$ cat src/rtl/integrate_dump_8.sv
// Decimate-by-DECIM integrate-and-dump for I/Q: result registered 1 cycle after the DECIM-th accept; in_ready drops only when a finished group would overwrite an unconsumed output.
// Optional macro INTEGRATE_DUMP_ROUND_EN selects round-half-up instead of truncation toward -inf.
module integrate_dump_8 #(
    parameter int DATA_W = 12,
    parameter int DECIM  = 8,
    parameter int CNT_W  = $clog2(DECIM)
) (
    input  logic              clk,
    input  logic              rst,
    input  logic              clr,
    input  logic              in_valid,
    output logic              in_ready,
    input  logic [DATA_W-1:0] in_i,
    input  logic [DATA_W-1:0] in_q,
    output logic              out_valid,
    input  logic              out_ready,
    output logic [DATA_W-1:0] out_i,
    output logic [DATA_W-1:0] out_q,
    output logic [CNT_W-1:0]  phase
);

    localparam int ACC_W = DATA_W + CNT_W;
    localparam logic [CNT_W-1:0] LAST = CNT_W'(DECIM - 1);

    logic [ACC_W-1:0]  r_acc_i;
    logic [ACC_W-1:0]  r_acc_q;
    logic [CNT_W-1:0]  r_phase;
    logic [DATA_W-1:0] r_out_i;
    logic [DATA_W-1:0] r_out_q;
    logic              r_out_valid;

    logic [ACC_W-1:0]  w_ext_i;
    logic [ACC_W-1:0]  w_ext_q;
    logic [ACC_W-1:0]  w_sum_i;
    logic [ACC_W-1:0]  w_sum_q;
    logic [DATA_W-1:0] w_res_i;
    logic [DATA_W-1:0] w_res_q;
    logic              w_last;
    logic              w_in_ready;
    logic              w_accept;
    logic              w_load;

    assign w_ext_i = {{CNT_W{in_i[DATA_W-1]}}, in_i};
    assign w_ext_q = {{CNT_W{in_q[DATA_W-1]}}, in_q};

    // Phase 0 starts a fresh group, so the previous sum is never carried over.
    assign w_sum_i = (r_phase == '0) ? w_ext_i : (r_acc_i + w_ext_i);
    assign w_sum_q = (r_phase == '0) ? w_ext_q : (r_acc_q + w_ext_q);

    assign w_last     = (r_phase == LAST);
    assign w_in_ready = !(w_last && r_out_valid && !out_ready);
    assign w_accept   = in_valid && w_in_ready && !clr;
    assign w_load     = w_accept && w_last;

`ifdef INTEGRATE_DUMP_ROUND_EN
    localparam logic [ACC_W:0] HALF = (ACC_W+1)'(1) << (CNT_W - 1);

    logic [ACC_W:0] w_rnd_i;
    logic [ACC_W:0] w_rnd_q;
    logic           w_unused_rnd;

    // The rounded sum still fits ACC_W signed bits, so the extra top bit is a copy of the sign.
    assign w_rnd_i      = {w_sum_i[ACC_W-1], w_sum_i} + HALF;
    assign w_rnd_q      = {w_sum_q[ACC_W-1], w_sum_q} + HALF;
    assign w_res_i      = w_rnd_i[ACC_W-1:CNT_W];
    assign w_res_q      = w_rnd_q[ACC_W-1:CNT_W];
    assign w_unused_rnd = ^{w_rnd_i[ACC_W], w_rnd_i[CNT_W-1:0], w_rnd_q[ACC_W], w_rnd_q[CNT_W-1:0]};
`else
    assign w_res_i = w_sum_i[ACC_W-1:CNT_W];
    assign w_res_q = w_sum_q[ACC_W-1:CNT_W];
`endif

    always_ff @(posedge clk or negedge rst) begin
        if (!rst) begin
            r_acc_i     <= '0;
            r_acc_q     <= '0;
            r_phase     <= '0;
            r_out_i     <= '0;
            r_out_q     <= '0;
            r_out_valid <= 1'b0;
        end else begin
            if (clr) begin
                r_phase <= '0;
                r_acc_i <= '0;
                r_acc_q <= '0;
            end else if (w_accept) begin
                r_phase <= r_phase + CNT_W'(1);
                r_acc_i <= w_sum_i;
                r_acc_q <= w_sum_q;
            end

            // A fresh result replaces a departing one in the same cycle without a bubble.
            if (w_load) begin
                r_out_i     <= w_res_i;
                r_out_q     <= w_res_q;
                r_out_valid <= 1'b1;
            end else if (r_out_valid && out_ready) begin
                r_out_valid <= 1'b0;
            end
        end
    end

    assign in_ready  = w_in_ready;
    assign out_valid = r_out_valid;
    assign out_i     = r_out_i;
    assign out_q     = r_out_q;
    assign phase     = r_phase;

endmodule

$ cat config.mk
export PLATFORM = sky130hd
export DESIGN_NAME = integrate_dump_8
export DESIGN_NICKNAME = d
export VERILOG_FILES = /design/src/rtl/integrate_dump_8.sv
export SDC_FILE = /design/constraint.sdc
export NUM_CORES = 1
export LEC_CHECK = 0
export CORE_MARGIN = 1
export CORE_UTILIZATION = 45
export CTS_BUF_LIST = sky130_fd_sc_hd__clkbuf_4
export DETAILED_ROUTE_END_ITERATION = 8
export HOLD_SLACK_MARGIN = 0.03
export PLACE_DENSITY = 0.7
export SLEW_MARGIN = 20
export SYNTH_ARGS = -nofsm -noshare
export SYNTH_HDL_FRONTEND = slang
export SYNTH_SLANG_ARGS = --single-unit
$ cat constraint.sdc
create_clock -name clk -period 2.1 [get_ports clk]
set_input_delay 0.525 -clock clk [delete_from_list [all_inputs] [get_ports clk]]
set_output_delay 0.525 -clock clk [all_outputs]
set_load 0.03 [all_outputs]
Fig. 1: run 1, routed metal, one colour a layer
Drawn at 4 px/µm. Two of the layers only.
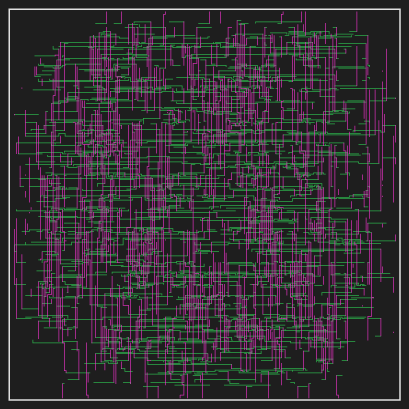
| layer | colour | wire length |
|---|---|---|
| met2 | magenta | 5840 µm |
| met1 | green | 5730 µm |
global-route usage over all layers: 26.09%
DR WL/cell: 16.82 µm
wire length after detailed routing: 12.19 mm
total number of vias: 4121

Fig. 2: run 1, layout detail
Region (29, 29) to (69, 69) µm. Cells in grey, sequential cells in the stronger grey; small squares are vias.
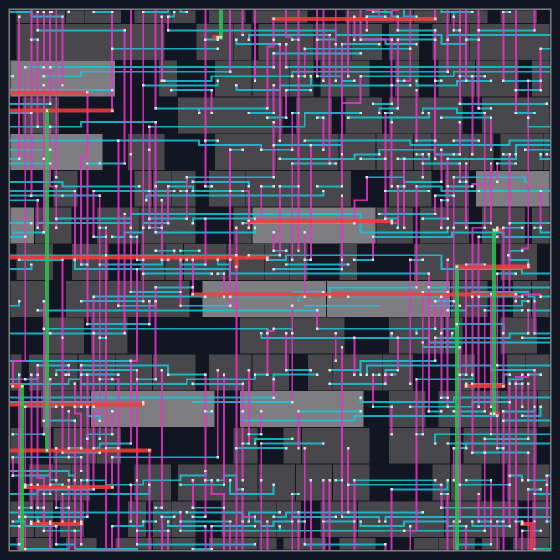
| layer | colour |
|---|---|
| met2 | magenta |
| met1 | cyan |
| met4 | green |
| met3 | red |
most frequent: buf_4 (26), nand2_1 (9), nor2_1 (9)
cells with their middle in the window: 124
netlist names of flops here include: `r_acc_i` (4), `r_acc_q` (2)
sequential cells in the window: 8

==> results.toml, run 1 <==
# yosys + openroad results
[final_timing]
achievable-frequency_ghz = 0.4375
worst_clock_skew_ns = 0.008479
setup_viol = 18
worst_slack_ns = -0.1855

[routing]
top_signal_layer_used = "met4"
wl_met2_mm = 5.836
firstDrtPassIters = 4
route.detailed.vias_per_inst = 5.684

[floorplanning]
fp-utilization_pct = 46.66
io-pin-count = 58

[logic_synthesis]
synth_warnings = 0
yosys.cell_count.top_type = "sky130_fd_sc_hd__nand2_1"
number_of_enable_flip_flop_cells = 0
postSynthRegisterBits = 58
top_cells_by_count = "sky130_fd_sc_hd__nand2_1 (63), sky130_fd_sc_hd__dfrtp_1 (58), sky130_fd_sc_hd__o21ai_0 (45), sky130_fd_sc_hd__a21oi_1 (38), sky130_fd_sc_hd__nor2_1 (38)"
fp_nets = 540
top_logic_kind = "AND-OR/OR-AND gates"
ys_chip_area_um2 = 4089
synthesis.area_um2 = 4089

[pwr]
p_switching_mw = 1.294
p_int_mw = 2.268
max-vdd-ir-drop_uv = 364.1
comb_power_mw = 1.51

[critical_path]
worst_setup_path_start_kind = "flip-flop"
r2r_start = "r_acc_i[0]$_DFFE_PN0P_"
end_kind = "flip-flop"
worst_path_top_cell_family_by_delay = "AND-OR/OR-AND gates"

[clocking]
tritoncts_buffer_count = 9
cts.sinks = 58
post_cts.repair.setup_buffers = 14

[placed_design]
place_ws_ns = -0.8259
place_area_um2 = 5436

[status]
status = "complete, but fails checks"
failed_checks = "negative setup slack"

[global_routing]
pin_count_of_the_biggest_net_entering_global_routing = 42
groute.layer.met3.usage_pct = 4.173

[cells_and_area]
sequential_cell_total = 58
layout_cells_sized_above_1_pct = 30.31
final_cell_mix = "sky130_fd_sc_hd__buf_4 (88), sky130_fd_sc_hd__nand2_1 (61), sky130_fd_sc_hd__dfrtp_1 (56)"
fin_cells = 725
Fig. 3: run 1, pin placement
Drawn at 4 px/µm. Pins as bars across the die edge, other pins in grey.
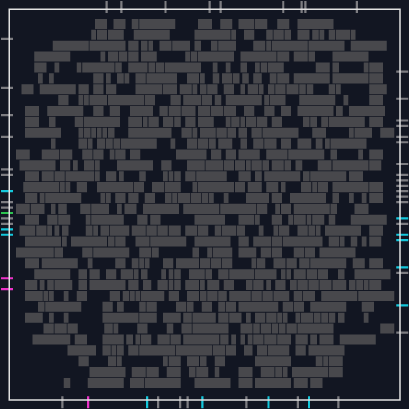
| port | colour | pins | direction | edge |
|---|---|---|---|---|
| `in_q` | cyan | 12 | input | 5 right, 4 bottom, 3 left |
| `phase` | magenta | 3 | output | 2 left, 1 bottom |
| `out_valid` | green | 1 | output | left |
all pins by edge: 21 right, 16 left, 12 bottom, 9 top

Fig. 4: run 1, the metal 2 layer
Drawn at 4 px/µm. Cells faint in the background.
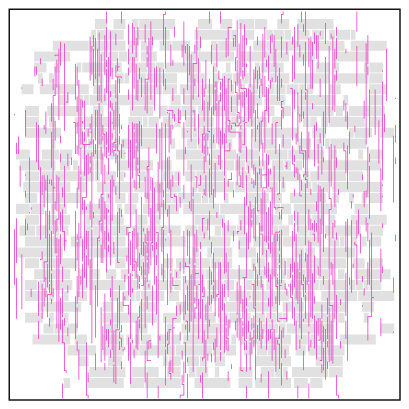
longest straight run: 43.0 µm
wire length on this layer: 5840 µm
nets with wire on the layer: 594
share of all routed wire: 48%

Fig. 5: run 1, placed standard cells
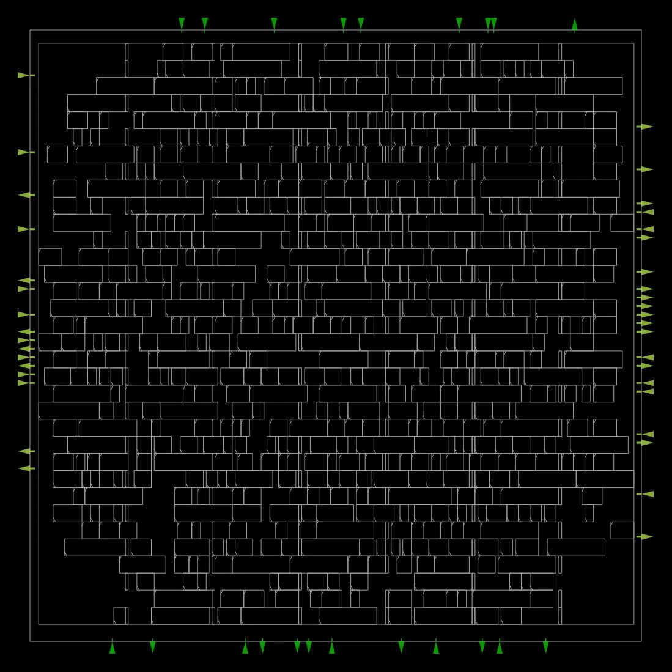

## Run 2: what changed since run 1
--- a/config.mk
+++ b/config.mk
@@ -9,8 +9,8 @@
 export CORE_UTILIZATION = 45
 export CTS_BUF_LIST = sky130_fd_sc_hd__clkbuf_4
 export DETAILED_ROUTE_END_ITERATION = 8
+export DONT_BUFFER_PORTS = 1
 export HOLD_SLACK_MARGIN = 0.03
-export PLACE_DENSITY = 0.7
 export SLEW_MARGIN = 20
 export SYNTH_ARGS = -nofsm -noshare
 export SYNTH_HDL_FRONTEND = slang
Fig. 6: run 2, placed standard cells
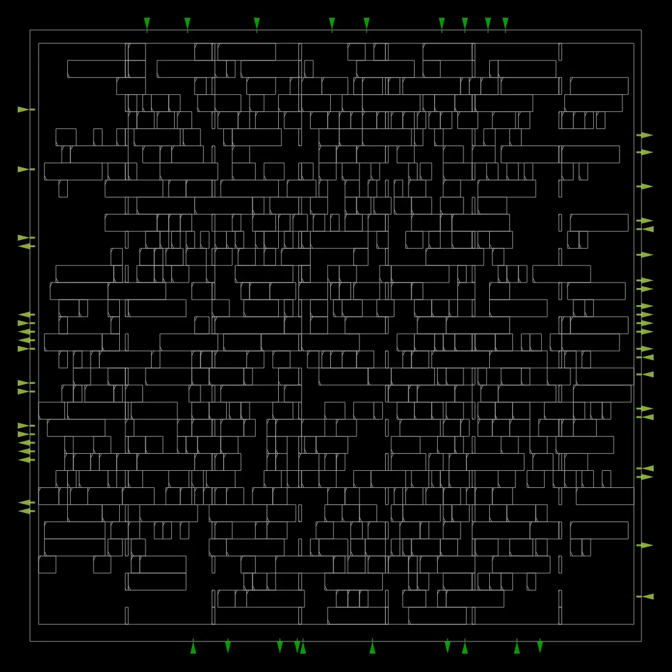
standard-cell rows: 34
non-filler cells in the finished layout: 647
sequential cells: 58
Core Util, Final: 59.57%

==> results.toml, run 2 <==
# yosys + openroad results
[routing]
firstDrtPassIters = 4
route.detailed.vias_per_inst = 5.757
top_signal_layer_used = "met4"
detail_route.wl_per_cell_um = 17.21
wl_met2_mm = 5.034
num_vias = 3725
totalWireLength_mm = 11.14

[pwr]
power_switching_share_pct = 35.37
max-vdd-ir-drop_uv = 341.3
p_int_mw = 2.167
power_density_nw_per_um2 = 642.3
comb_power_mw = 1.33
p_switching_mw = 1.186

[floorplanning]
io-pin-count = 58
fp-utilization_pct = 46.66

[logic_synthesis]
postSynthRegisterBits = 58
top_logic_kind = "AND-OR/OR-AND gates"
yosys.cell_count.top_type = "sky130_fd_sc_hd__nand2_1"
synth_warnings = 0
top_cells_by_count = "sky130_fd_sc_hd__nand2_1 (63), sky130_fd_sc_hd__dfrtp_1 (58), sky130_fd_sc_hd__o21ai_0 (45), sky130_fd_sc_hd__a21oi_1 (38), sky130_fd_sc_hd__nor2_1 (38)"
synthesis.area_um2 = 4089
fp_nets = 540
number_of_enable_flip_flop_cells = 0

[cells_and_area]
layout_cells_sized_above_1_pct = 27.83
final_cell_mix = "sky130_fd_sc_hd__buf_4 (67), sky130_fd_sc_hd__nand2_1 (61), sky130_fd_sc_hd__dfrtp_1 (56)"
layout.area.comb_um2 = 2824
area_growth_syn_to_layout_pct = 27.66

[final_timing]
worst_slack_ns = -0.08702
setup_viol = 9

[status]
status = "complete, but fails checks"
failed_checks = "negative setup slack"

[placed_design]
place_area_um2 = 4746

[global_routing]
groute.layer.met3.usage_pct = 5.612
pin_count_of_the_biggest_net_entering_global_routing = 59
grt_usage_pct = 24.42

[critical_path]
worst_path_top_cell_family_by_delay = "AND-OR/OR-AND gates"
end_kind = "flip-flop"
critical_path_arrival_ns = 2.49
r2r_start = "r_acc_q[0]$_DFFE_PN0P_"
worst_setup_path_start_kind = "flip-flop"

[clocking]
post_cts.repair.setup_buffers = 10
tritoncts_buffer_count = 9
cts_max_path_buffers = 2
Fig. 7: run 2, the metal 2 layer
Drawn at 4 px/µm. Cells faint in the background.
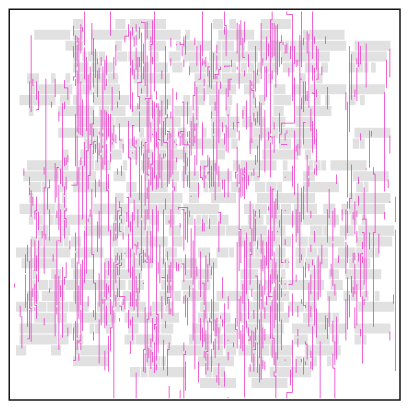

## Run 3: what changed since run 2
--- a/config.mk
+++ b/config.mk
@@ -11,6 +11,7 @@
 export DETAILED_ROUTE_END_ITERATION = 8
 export DONT_BUFFER_PORTS = 1
 export HOLD_SLACK_MARGIN = 0.03
+export MAX_ROUTING_LAYER = met4
 export SLEW_MARGIN = 20
 export SYNTH_ARGS = -nofsm -noshare
 export SYNTH_HDL_FRONTEND = slang
Fig. 8: run 3, the metal 2 layer
Drawn at 4 px/µm. Cells faint in the background.
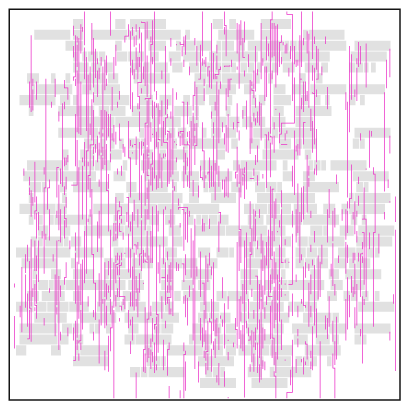
wire length on this layer: 5030 µm
main direction: vertical

==> results.toml, run 3 <==
# yosys + openroad results
[critical_path]
r2r_start = "r_acc_q[0]$_DFFE_PN0P_"
worst_path_top_cell_family_by_delay = "AND-OR/OR-AND gates"
worst_setup_path_start_kind = "flip-flop"
critical-path-max-stage-delay_ns = 0.40

[logic_synthesis]
synth_warnings = 0
number_of_enable_flip_flop_cells = 0
synthesis.area_um2 = 4089
top_logic_kind = "AND-OR/OR-AND gates"
postSynthRegisterBits = 58
fp_nets = 540
yosys.cell_count.top_type = "sky130_fd_sc_hd__nand2_1"
top_cells_by_count = "sky130_fd_sc_hd__nand2_1 (63), sky130_fd_sc_hd__dfrtp_1 (58), sky130_fd_sc_hd__o21ai_0 (45), sky130_fd_sc_hd__a21oi_1 (38), sky130_fd_sc_hd__nor2_1 (38)"

[cells_and_area]
postLayoutCoreUtil_pct = 59.57
layout_cells_sized_above_1_pct = 27.83
sequential_cell_total = 58
fin_cells = 647
area_growth_syn_to_layout_pct = 27.66
layout.area.comb_um2 = 2824
final_cell_mix = "sky130_fd_sc_hd__buf_4 (67), sky130_fd_sc_hd__nand2_1 (61), sky130_fd_sc_hd__dfrtp_1 (56)"

[clocking]
tritoncts_buffer_count = 9
post_cts.repair.setup_buffers = 10

[routing]
route.detailed.vias_per_inst = 5.759
detail_route.wl_per_cell_um = 17.22
drcViolationCount = 0
totalWireLength_mm = 11.14
firstDrtPassIters = 4
wl_met2_mm = 5.030
num_vias = 3726
top_signal_layer_used = "met4"

[placed_design]
place_area_um2 = 4746

[global_routing]
gr-usage-met2_pct = 37.97
groute.layer.met3.usage_pct = 5.468
pin_count_of_the_biggest_net_entering_global_routing = 59
antenna_found_initial = 0
grt_pass1_wl_mm = 18.53
grt_usage_pct = 25.13

[pwr]
max-vdd-ir-drop_uv = 342.1
comb_power_mw = 1.33
p_int_mw = 2.167
power_density_nw_per_um2 = 642.3
p_switching_mw = 1.186
pwr-share-comb_pct = 39.6

[final_timing]
worst_slew_margin_rel_pct = 68.12
setup_viol = 9
worst_slack_ns = -0.08635

[status]
status = "complete, but fails checks"
failed_checks = "negative setup slack"

[floorplanning]
placement_rows = 34
overall_die_height_um = 97.33
io-pin-count = 58
No activity file was given, so power comes from the tool's default toggle rates.
